## src/rtl/hazard_pkg.sv

```systemverilog
// Shared types and constants for the pipeline hazard controller.
package hazard_pkg;

  // Multiply hold FSM encoding.
  typedef enum logic [1:0] {
    MUL_IDLE = 2'd0,
    MUL_BUSY = 2'd1,
    MUL_DONE = 2'd2
  } mul_state_t;

  localparam int REG_BITS = 5;
  localparam int PC_INC   = 4;

  // Increment val by one, sticking at the all-ones value of a width-bit counter.
  function automatic logic [63:0] sat_inc(input logic [63:0] val, input int width);
    logic [63:0] top_val;
    top_val = (width >= 64) ? '1 : ((64'd1 << width) - 64'd1);
    return (val >= top_val) ? top_val : val + 64'd1;
  endfunction

endpackage

```

## src/rtl/mul_hold_fsm.sv

```systemverilog
// Holds the pipeline while a multi-cycle multiply occupies EX.
// A multiply is held for MUL_LAT-1 cycles: its first EX cycle (IDLE) plus
// MUL_LAT-2 BUSY cycles. DONE then waits for the memory side to release so
// the same instruction is not counted twice.
module mul_hold_fsm
  import hazard_pkg::*;
#(
  parameter int MUL_LAT = 4
) (
  input  logic clk,
  input  logic rst,
  input  logic EX_mul,
  input  logic mem_busy,
  output logic mul_hold,
  output logic mul_busy
);

  localparam bit         MUL_MULTI = (MUL_LAT > 1);
  localparam logic [2:0] CNT_INIT  = 3'(MUL_LAT - 2);

  mul_state_t state;
  logic [2:0] cnt;
  logic       busy_q;

  // State, down-counter and registered busy flag.
  always_ff @(posedge clk) begin
    if (rst) begin
      state  <= MUL_IDLE;
      cnt    <= '0;
      busy_q <= 1'b0;
    end else begin
      case (state)
        MUL_IDLE: begin
          if (EX_mul && MUL_MULTI) begin
            busy_q <= 1'b1;
            if (MUL_LAT == 2) begin
              state <= MUL_DONE;
            end else begin
              state <= MUL_BUSY;
              cnt   <= CNT_INIT;
            end
          end
        end
        MUL_BUSY: begin
          if (cnt <= 3'd1) begin
            state <= MUL_DONE;
            cnt   <= '0;
          end else begin
            cnt <= cnt - 3'd1;
          end
        end
        MUL_DONE: begin
          if (!mem_busy) begin
            state  <= MUL_IDLE;
            busy_q <= 1'b0;
          end
        end
        default: begin
          state  <= MUL_IDLE;
          busy_q <= 1'b0;
        end
      endcase
    end
  end

  assign mul_hold = !rst && ((state == MUL_BUSY) ||
                             ((state == MUL_IDLE) && EX_mul && MUL_MULTI));
  assign mul_busy = busy_q && !rst;

endmodule

```

## src/rtl/pipe_hazard_ctrl.sv

```systemverilog
// Pipeline control: global hold, load-use bubble, mispredict flush and
// the associated saturating performance counters.
module pipe_hazard_ctrl
  import hazard_pkg::*;
#(
  parameter int VPC_BITS = 32,
  parameter int MUL_LAT  = 4,
  parameter int PERF_W   = 32
) (
  input  logic                clk,
  input  logic                rst,
  input  logic                D_valid,
  input  logic [REG_BITS-1:0] D_rs1,
  input  logic                D_rs1_used,
  input  logic [REG_BITS-1:0] D_rs2,
  input  logic                D_rs2_used,
  input  logic [REG_BITS-1:0] EX_rd,
  input  logic                EX_ld,
  input  logic                EX_mul,
  input  logic                EX_brn,
  input  logic                EX_BP_taken,
  input  logic [VPC_BITS-1:0] EX_BP_target_pc,
  input  logic                EX_br_taken,
  input  logic [VPC_BITS-1:0] EX_br_target,
  input  logic [VPC_BITS-1:0] EX_pc,
  input  logic                mem_busy,
  output logic                pipe_hold,
  output logic                stall_D,
  output logic                stall_F,
  output logic                EX_taken,
  output logic [VPC_BITS-1:0] redirect_pc,
  output logic                mul_busy,
  output logic [PERF_W-1:0]   perf_stall,
  output logic [PERF_W-1:0]   perf_flush,
  output logic [PERF_W-1:0]   perf_hold
);

  logic mul_hold;
  logic mispredict;
  logic hazard;

  mul_hold_fsm #(.MUL_LAT(MUL_LAT)) u_mul (
    .clk      (clk),
    .rst      (rst),
    .EX_mul   (EX_mul),
    .mem_busy (mem_busy),
    .mul_hold (mul_hold),
    .mul_busy (mul_busy)
  );

  // Hold beats flush beats bubble; everything is quiet during reset.
  always_comb begin
    mispredict = EX_brn && ((EX_br_taken != EX_BP_taken) ||
                            (EX_br_taken && (EX_BP_target_pc != EX_br_target)));
    hazard = D_valid && EX_ld && (EX_rd != '0) &&
             ((D_rs1_used && (D_rs1 == EX_rd)) || (D_rs2_used && (D_rs2 == EX_rd)));
    pipe_hold   = !rst && (mem_busy || mul_hold);
    EX_taken    = !rst && mispredict && !pipe_hold;
    stall_D     = !rst && hazard && !pipe_hold && !EX_taken;
    stall_F     = stall_D;
    redirect_pc = '0;
    if (!rst) begin
      redirect_pc = EX_br_taken ? EX_br_target : EX_pc + VPC_BITS'(PC_INC);
    end
  end

  // Event counters, each sticking at all-ones.
  always_ff @(posedge clk) begin
    if (rst) begin
      perf_stall <= '0;
      perf_flush <= '0;
      perf_hold  <= '0;
    end else begin
      if (stall_D) perf_stall <= PERF_W'(sat_inc(64'(perf_stall), PERF_W));
      if (EX_taken) perf_flush <= PERF_W'(sat_inc(64'(perf_flush), PERF_W));
      if (pipe_hold) perf_hold <= PERF_W'(sat_inc(64'(perf_hold), PERF_W));
    end
  end

endmodule

```

## config.mk

```make
export PLATFORM = sky130hd
export DESIGN_NAME = pipe_hazard_ctrl
export DESIGN_NICKNAME = d
export VERILOG_FILES = /design/src/rtl/hazard_pkg.sv /design/src/rtl/mul_hold_fsm.sv /design/src/rtl/pipe_hazard_ctrl.sv
export SDC_FILE = /design/constraint.sdc
export NUM_CORES = 1
export LEC_CHECK = 0
export CAP_MARGIN = 10
export CELL_PAD_IN_SITES_DETAIL_PLACEMENT = 1
export CELL_PAD_IN_SITES_GLOBAL_PLACEMENT = 1
export CORE_UTILIZATION = 34
export DETAILED_ROUTE_END_ITERATION = 7
export PLACE_DENSITY_LB_ADDON = 0.15
export SYNTH_ARGS = -nofsm -noshare
export SYNTH_HDL_FRONTEND = slang
export SYNTH_SLANG_ARGS = --single-unit
```

## constraint.sdc

```tcl
create_clock -name clk -period 4.5 [get_ports clk]
set_input_delay 1.125 -clock clk [delete_from_list [all_inputs] [get_ports clk]]
set_output_delay 1.125 -clock clk [all_outputs]
set_load 0.02 [all_outputs]
```

==> impl_metrics.ini <==
; synthesis and place-and-route metrics
[logic_synthesis]
common_cells = nor2_1 (106), dfxtp_1 (102), a21oi_1 (73), xor2_1 (66), nand2_1 (62)
ys_sh_aoi_pct = 18.5
numSynthFlops = 102
synth_top_flop_cell = dfxtp_1
top_cell = nor2_1
postSynthAreaPerCell_sq_um = 7.79

[run]
max-cap-violations = 0

[route]
wl_met1_microns = 12000
vias_per_cell = 5.43
drcViolationCount = 0

[layout]
fillers = 2332
comb_area_sq_mm = 0.00432

[die]
coreArea_sq_mm = 0.0189

[timing]
setup_violations = 0
slew_viol_final = 0

[global_route]
grt_pass1_vias = 7460

[run_status]
status = completed

[critical_path]
cp-start-kind = input pin

[power]
vdd_ir_drop_max_uv = 172

[cts]
cts.sinks = 102
## through the flow
stage	utilization, %	hold slack (ns)	worst slack, ns	total power [uW]	area (sq um)
floorplan	-	0.458	0.645	1110	6610
global placement	51.7	0.477	-0.314	1360	9760
detailed placement	51.7	0.501	-0.321	1360	9760
CTS	53.0	0.517	0.00995	2120	10000
global route	53.0	0.548	0.000218	2180	10000
finish	53.0	0.519	0.0710	2100	10000
## final cells by class
| cell class | instances | share of cell area [%] |
|---|---|---|
| repair buffers | 321 | 29.8 |
| multi-input cells | 686 | 43.2 |
| well taps | 260 | 3.25 |
| clock inverters | 7 | 0.537 |
| flip-flops and latches | 102 | 20.4 |
| clock buffers | 9 | 2.25 |
| inverters | 16 | 0.600 |
## tightest hold or removal path: stages, from the launching register on
cell     delay (ns)
dfxtp_1        0.35
nand2_1        0.07
a21oi_1        0.06
## placed cells by master (no fill, tap or decap), types with 4 or more instances in the layout
| cell type | n |
|---|---|
| a21oi_1 | 73 |
| a311oi_1 | 20 |
| inv_1 | 15 |
| nor3_1 | 46 |
| clkbuf_16 | 9 |
| dfxtp_1 | 102 |
| inv_6 | 4 |
| clkbuf_2 | 8 |
| ha_1 | 5 |
| a31oi_1 | 14 |
| a41o_1 | 4 |
| nor2_1 | 106 |
| a41oi_1 | 11 |
| and4_1 | 17 |
| nand2_1 | 62 |
| buf_4 | 68 |
| o21a_1 | 7 |
| xor2_1 | 66 |
| and2_1 | 17 |
| and3_1 | 30 |
| nor4_1 | 18 |
| nor2b_1 | 7 |
| mux2i_1 | 17 |
| o21ai_0 | 12 |
| a211oi_1 | 14 |
| nand3_1 | 39 |
| clkdlybuf4s50_1 | 225 |
| dlygate4sd2_1 | 13 |
| xnor2_1 | 23 |
| nand4_1 | 26 |
| nor3_2 | 5 |
Fig. 1: clock routing
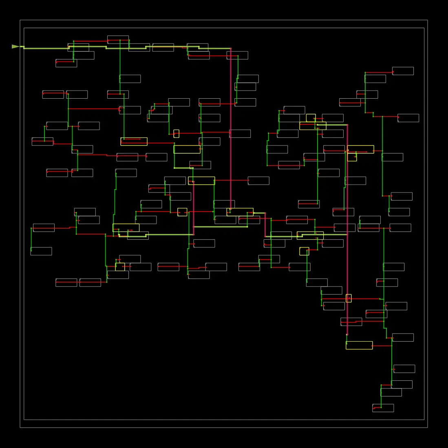
Clock Skew: 0.0180 ns
CTS Buf Count: 9
Clk power: 760 uW

Fig. 2: sequential cells grouped by signal name
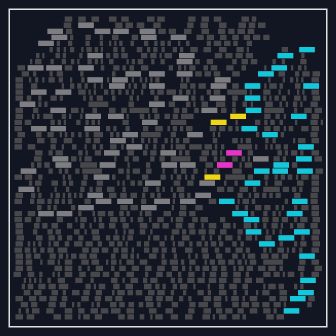
- magenta: `u_mul.state` (sequential cells 2)
- yellow: `u_mul.cnt` (sequential cells 3)
- cyan: `perf_hold` (sequential cells 32; where a column on the right)
- not colored: 65

Fig. 3: layout detail
Window x 10 to 60, y 81 to 131 microns. Cells in gray, sequential cells in the stronger gray; small squares are vias.
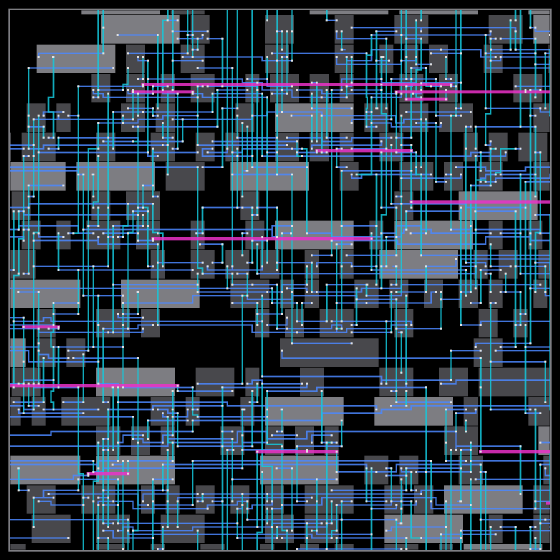
- blue: met1
- cyan: met2
- magenta: met3
- cells with their middle in the window: 157
- most frequent: nand2_1 (20), dfxtp_1 (20), nor3_1 (18)
- netlist names of flops here include: `perf_stall` (13), `perf_flush` (7)
- sequential cells in the window: 20

Power and IR drop assume default switching activity.
